## src/rtl/bus_pkg.sv

```systemverilog
// ---------------------------------------------------------------------------
// bus_pkg
//   Shared definitions for the 32-bit bus memory slave:
//     - control bus bit positions (wait, we, burst code field)
//     - burst code constants and burst-code-to-length helper
//     - slave FSM state encodings
// ---------------------------------------------------------------------------
package bus_pkg;

    // Control bus bit positions
    localparam int CTRL_WAIT     = 0;
    localparam int CTRL_WE       = 1;
    localparam int CTRL_BURST_LO = 2;
    localparam int CTRL_BURST_HI = 4;

    // Burst codes; 1xx is reserved and decodes as a single beat
    localparam logic [2:0] BURST_1 = 3'b000;
    localparam logic [2:0] BURST_2 = 3'b001;
    localparam logic [2:0] BURST_4 = 3'b010;
    localparam logic [2:0] BURST_8 = 3'b011;

    // Slave FSM state encodings
    localparam logic [2:0] ST_IDLE  = 3'd0;
    localparam logic [2:0] ST_ADDR  = 3'd1;
    localparam logic [2:0] ST_LAT   = 3'd2;
    localparam logic [2:0] ST_READY = 3'd3;
    localparam logic [2:0] ST_DATA  = 3'd4;

    // Number of beats (1..8) for a burst code
    function automatic logic [3:0] burst_len(input logic [2:0] code);
        logic [3:0] len;
        case (code)
            BURST_1: len = 4'd1;
            BURST_2: len = 4'd2;
            BURST_4: len = 4'd4;
            BURST_8: len = 4'd8;
            default: len = 4'd1;
        endcase
        return len;
    endfunction

endpackage

```

## src/rtl/bus_mem_slave_if.sv

```systemverilog
// ---------------------------------------------------------------------------
// bus_mem_slave_if
//   Bus-side signals seen by the memory slave.
//     ack        grant from the arbiter to the current master
//     bus_in     address (address phase) / write data (data phase)
//     ctrl_in    master control: [4:2] burst code, [1] we
//     bus_out    read data from the slave, 0 when not driving
//     bus_drive  high while bus_out carries valid read data
//     ctrl_out   slave control: {7'b0, wait}
//   Modports: master (drives ack/bus_in/ctrl_in), slave (drives the outputs).
// ---------------------------------------------------------------------------
interface bus_mem_slave_if #(
    parameter int BUS_WIDTH  = 32,
    parameter int CTRL_WIDTH = 8
);
    logic                  ack;
    logic [BUS_WIDTH-1:0]  bus_in;
    logic [CTRL_WIDTH-1:0] ctrl_in;
    logic [BUS_WIDTH-1:0]  bus_out;
    logic                  bus_drive;
    logic [CTRL_WIDTH-1:0] ctrl_out;

    modport master (
        output ack,
        output bus_in,
        output ctrl_in,
        input  bus_out,
        input  bus_drive,
        input  ctrl_out
    );

    modport slave (
        input  ack,
        input  bus_in,
        input  ctrl_in,
        output bus_out,
        output bus_drive,
        output ctrl_out
    );
endinterface

```

## src/rtl/bus_slave_ram.sv

```systemverilog
// ---------------------------------------------------------------------------
// bus_slave_ram
//   DEPTH x WIDTH word array: synchronous write port, asynchronous read port.
//   Contents are not reset.
//     clk    clock (write on rising edge)
//     we     write enable
//     waddr  write address
//     wdata  write data
//     raddr  read address
//     rdata  read data (combinational)
// ---------------------------------------------------------------------------
module bus_slave_ram #(
    parameter int DEPTH = 64,
    parameter int WIDTH = 32
) (
    input  logic                     clk,
    input  logic                     we,
    input  logic [$clog2(DEPTH)-1:0] waddr,
    input  logic [WIDTH-1:0]         wdata,
    input  logic [$clog2(DEPTH)-1:0] raddr,
    output logic [WIDTH-1:0]         rdata
);
    logic [WIDTH-1:0] mem [DEPTH];

    always_ff @(posedge clk) begin
        if (we) begin
            mem[waddr] <= wdata;
        end
    end

    assign rdata = mem[raddr];

endmodule

```

## src/rtl/bus_mem_slave.sv

```systemverilog
// ---------------------------------------------------------------------------
// bus_mem_slave
//   Burst-capable memory slave on the shared 32-bit bus. Snoops the arbiter
//   grant, captures address/control in the address phase, holds wait for
//   WAIT_CYCLES cycles, then serves a 1/2/4/8-beat read or write burst from
//   an internal word array. Addresses wrap modulo DEPTH.
//     clk    bus clock (rising edge)
//     rst_n  asynchronous active-low reset
//     bus    slave modport of bus_mem_slave_if (ack, bus_in, ctrl_in in;
//            bus_out, bus_drive, ctrl_out out)
// ---------------------------------------------------------------------------
import bus_pkg::*;

module bus_mem_slave #(
    parameter int BUS_WIDTH   = 32,
    parameter int CTRL_WIDTH  = 8,
    parameter int DEPTH       = 64,
    parameter int WAIT_CYCLES = 2
) (
    input  logic          clk,
    input  logic          rst_n,
    bus_mem_slave_if.slave bus
);
    localparam int AW    = $clog2(DEPTH);
    localparam int LAT_W = (WAIT_CYCLES > 1) ? $clog2(WAIT_CYCLES) : 1;
    // Final latency count; irrelevant when WAIT_CYCLES == 0 since LAT is skipped
    localparam logic [LAT_W-1:0] LAT_LAST =
        LAT_W'((WAIT_CYCLES > 0) ? WAIT_CYCLES - 1 : 0);

    logic [2:0]       state_q;
    logic             ack_q;
    logic [AW-1:0]    addr_q;
    logic             we_q;
    logic [2:0]       last_q;   // index of final beat (len - 1)
    logic [2:0]       beat_q;
    logic [LAT_W-1:0] lat_q;

    logic             wait_w;
    logic             data_phase;
    logic             rd_en;
    logic             ram_we;
    logic [AW-1:0]    beat_addr;
    logic [BUS_WIDTH-1:0] rdata;

    // ctrl_in[7:5] and the wait position of ctrl_in carry nothing for us
    logic unused_ctrl_bits;
    assign unused_ctrl_bits = ^{bus.ctrl_in[CTRL_WIDTH-1:CTRL_BURST_HI+1],
                                bus.ctrl_in[CTRL_WAIT]};

    always_ff @(posedge clk or negedge rst_n) begin
        if (!rst_n) begin
            state_q <= ST_IDLE;
            ack_q   <= 1'b0;
            addr_q  <= '0;
            we_q    <= 1'b0;
            last_q  <= '0;
            beat_q  <= '0;
            lat_q   <= '0;
        end else begin
            ack_q <= bus.ack;
            case (state_q)
                ST_IDLE: begin
                    // Only a fresh grant edge starts a transfer
                    if (bus.ack && !ack_q) begin
                        state_q <= ST_ADDR;
                    end
                end
                ST_ADDR: begin
                    addr_q  <= bus.bus_in[AW-1:0];
                    we_q    <= bus.ctrl_in[CTRL_WE];
                    last_q  <= 3'(burst_len(bus.ctrl_in[CTRL_BURST_HI:CTRL_BURST_LO]) - 4'd1);
                    lat_q   <= '0;
                    state_q <= (WAIT_CYCLES > 0) ? ST_LAT : ST_READY;
                end
                ST_LAT: begin
                    if (lat_q == LAT_LAST) begin
                        state_q <= ST_READY;
                    end else begin
                        lat_q <= lat_q + 1'b1;
                    end
                end
                ST_READY: begin
                    beat_q  <= '0;
                    state_q <= ST_DATA;
                end
                ST_DATA: begin
                    if (beat_q == last_q) begin
                        state_q <= ST_IDLE;
                    end else begin
                        beat_q <= beat_q + 3'd1;
                    end
                end
                default: state_q <= ST_IDLE;
            endcase
        end
    end

    // Moore outputs decoded from registered state only
    assign wait_w     = (state_q == ST_ADDR) || (state_q == ST_LAT);
    assign data_phase = (state_q == ST_DATA);
    assign rd_en      = data_phase && !we_q;
    assign ram_we     = data_phase && we_q;
    assign beat_addr  = addr_q + AW'(beat_q);

    bus_slave_ram #(
        .DEPTH (DEPTH),
        .WIDTH (BUS_WIDTH)
    ) u_ram (
        .clk   (clk),
        .we    (ram_we),
        .waddr (beat_addr),
        .wdata (bus.bus_in),
        .raddr (beat_addr),
        .rdata (rdata)
    );

    assign bus.bus_out   = rd_en ? rdata : '0;
    assign bus.bus_drive = rd_en;

    always_comb begin
        bus.ctrl_out            = '0;
        bus.ctrl_out[CTRL_WAIT] = wait_w;
    end

endmodule

```

## src/flat_wrapper.sv

```systemverilog
// flat-port wrapper written by rule: the top's interface ports become plain ports
module bus_mem_slave_flat 
#(
    parameter int BUS_WIDTH   = 32,
    parameter int CTRL_WIDTH  = 8,
    parameter int DEPTH       = 64,
    parameter int WAIT_CYCLES = 2
)
  (clk, rst_n, bus_ack, bus_bus_in, bus_ctrl_in, bus_bus_out, bus_bus_drive, bus_ctrl_out);
  bus_mem_slave_if #(.BUS_WIDTH(BUS_WIDTH), .CTRL_WIDTH(CTRL_WIDTH)) bus_i ();
  input  logic clk;
  input  logic rst_n;
  input wire logic [$bits(bus_i.ack)-1:0] bus_ack;
  input wire logic [$bits(bus_i.bus_in)-1:0] bus_bus_in;
  input wire logic [$bits(bus_i.ctrl_in)-1:0] bus_ctrl_in;
  output wire logic [$bits(bus_i.bus_out)-1:0] bus_bus_out;
  output wire logic [$bits(bus_i.bus_drive)-1:0] bus_bus_drive;
  output wire logic [$bits(bus_i.ctrl_out)-1:0] bus_ctrl_out;
  assign bus_i.ack = bus_ack;
  assign bus_i.bus_in = bus_bus_in;
  assign bus_i.ctrl_in = bus_ctrl_in;
  assign bus_bus_out = bus_i.bus_out;
  assign bus_bus_drive = bus_i.bus_drive;
  assign bus_ctrl_out = bus_i.ctrl_out;
  bus_mem_slave #(.BUS_WIDTH(BUS_WIDTH), .CTRL_WIDTH(CTRL_WIDTH), .DEPTH(DEPTH), .WAIT_CYCLES(WAIT_CYCLES)) u_core (.clk(clk), .rst_n(rst_n), .bus(bus_i));
endmodule
```

## config.mk

```make
export PLATFORM = sky130hd
export DESIGN_NAME = bus_mem_slave_flat
export DESIGN_NICKNAME = d
export VERILOG_FILES = /design/src/rtl/bus_pkg.sv /design/src/rtl/bus_mem_slave_if.sv /design/src/rtl/bus_slave_ram.sv /design/src/rtl/bus_mem_slave.sv /design/src/flat_wrapper.sv
export SDC_FILE = /design/constraint.sdc
export NUM_CORES = 2
export LEC_CHECK = 0
export CORE_ASPECT_RATIO = 2
export CORE_MARGIN = 8
export CORE_UTILIZATION = 40
export DETAILED_ROUTE_END_ITERATION = 16
export GPL_TIMING_DRIVEN = 0
export PLACE_DENSITY = 0.65
export SLEW_MARGIN = 20
export SYNTH_ARGS = -nofsm -noshare
export SYNTH_HDL_FRONTEND = slang
export SYNTH_SLANG_ARGS = --single-unit
```

## constraint.sdc

```tcl
create_clock -name clk -period 6.8 [get_ports clk]
set_input_delay 1.7 -clock clk [delete_from_list [all_inputs] [get_ports clk]]
set_output_delay 1.7 -clock clk [all_outputs]
set_load 0.005 [all_outputs]
```

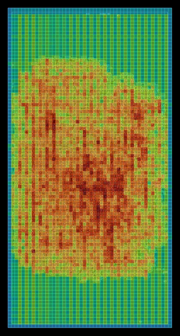
Fig. 1. Congestion heat map.
busiest grt layer: met2
met3 Use GR: 5.359%
GRT met1 Usage: 28.05%

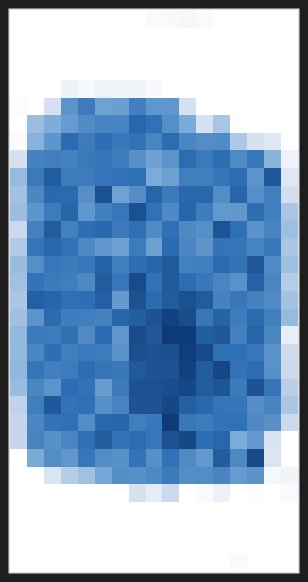
Fig. 2. Cell area per tile.
The die is cut into 17 by 32 equal tiles; white is low, dark blue is high, 0 to 100% covered.
- nearly empty tiles: 32%
- fullest tile: 96%
- emptiest ninth of the die: upper right
- densest ninth of the die: centre

==> results.json <==
{
  "warning_count": 32,
  "fill_cells": 15724,
  "seq_power_uw": 14200,
  "dp_hpwl_microns": 162000,
  "synth.avg_cell_area_sq_um": 21.09,
  "leakagePower_uw": 0.02983,
  "dp.cells": 6594,
  "finalSetupViolCount": 0,
  "hp-class": "reg -> reg",
  "crit_start": "u_core.beat_q[0]$_DFFE_PN0P_",
  "die_h_microns": 647.4,
  "fmax_mhz": 147.8,
  "critical_path.top_delay_family": "buffers and inverters",
  "ctsResizeCount": 199,
  "power_combinational_uw": 19400,
  "ys_seq_share_pct": 77.69,
  "worstMarginPinSlew_ns": 1.176,
  "drv_cap": 0,
  "die_w_microns": 331.7,
  "fin_ws_ns": 0.03474,
  "synth-compound-area-share_pct": 2.537,
  "ir_drop_v": 0.0004044,
  "cp_common_cell": "buf_6",
  "r2r_slack_ns": 1.61,
  "synth.yosys.num_cells": 3781,
  "design.final.nets": 4254,
  "nClkBuffers": 234,
  "initial_core_util_pct": 40.10,
  "crit_cells": 11,
  "pg_clk_uw": 10400,
  "ys_async_sr_fraction_pct": 0.8712,
  "cp-end-kind": "output pin",
  "p_int_uw": 27610,
  "power_frac_seq_pct": 32.2,
  "synth.area.top_cells": "edfxtp_1 (77%), mux4_2 (13%), nand2_1 (1.5%)",
  "edf_count": 2048,
  "logic_area_sq_mm": 0.01767,
  "ff_count": 2066,
  "inverters_excl_clock": 8,
  "synth_flops": 2066,
  "grt_use_total_pct": 21.52,
  "fin_area_sq_mm": 0.09495,
  "critPathMaxFanout": 10,
  "grt_pass1_vias": 42563,
  "portBuffers": 72,
  "via_per_inst": 6.158,
  "synthTopLogicFamily": "multiplexers",
  "synth-main-ff-cell": "edfxtp_1",
  "utilization_pct": 47.75,
  "seq_share_pct": 65.25,
  "synth_adder_area_share_pct": 0.08787,
  "lay_top_count": "edfxtp_1",
  "sh_comb_area_pct": 18.61,
  "slowest_stage": "fa_2",
  "crit_chain": "ha_2 -> fa_2 -> buf_6 -> buf_6 -> clkbuf_4 -> mux4_2 -> nand2_1 -> a21oi_1 -> a311oi_1 -> a211oi_2 -> clkdlybuf4s50_1",
  "cts.path.max_buffers": 3,
  "rows": 232,
  "synthTopCellsByCount": "edfxtp_1 (2048), mux4_2 (466), nand2_1 (316)",
  "holdPathEnd": "u_core.last_q[0]$_DFFE_PN0N_",
  "die-area_sq_mm": 0.2148,
  "drc_errors": 0,
  "postCtsSetupRepairBufs": 3,
  "cp.arrival_ns": 5.07,
  "wire_per_inst_microns": 34.12,
  "layout_top_cells": "edfxtp_1 (2048), mux4_2 (466), nand2_1 (315), clkbuf_16 (189), buf_16 (106)",
  "gr-total-overflow": 0,
  "cts_max_level": 4,
  "power_leader": "combinational logic",
  "cts_buffers": 184,
  "setup_tns_ns": 0,
  "worstReg2RegEnd": "u_core.u_ram.mem[22][26]$_DFFE_PP_",
  "power.total_uw": 43980,
  "hold_buffers": 0,
  "status": "completed",
  "yosys.area.top_type_share_pct": 77.12,
  "fin_skew_ns": 0.02989,
  "buffers": 456,
  "switching_power_uw": 16360
}
cell families after synthesis:
| family | count (synthesis) |
|---|---|
| other cells | 1 |
| compound gates | 276 |
| flops | 2066 |
| xor+xnor | 7 |
| mux | 596 |
| buf+inv | 231 |
| fa+ha+maj | 5 |
| simple gates | 599 |
flip-flops by register name, indices dropped and copies added, names as in the netlist:
signal            flops
u_core.ack_q          1
u_core.addr_q         6
u_core.beat_q         3
u_core.last_q         3
u_core.lat_q          1
u_core.state_q        3
u_core.u_ram.mem   2048
u_core.we_q           1
routing by layer:
metal  vias to the layer above  routed length (microns)  GRT usage (%)
li1                      16576                        -              -
met1                     22481                    85700          28.05
met2                      3037                   109200          33.69
met3                       614                    27850          5.359
met4                         6                    13880          10.90
met5                         -                       32              0
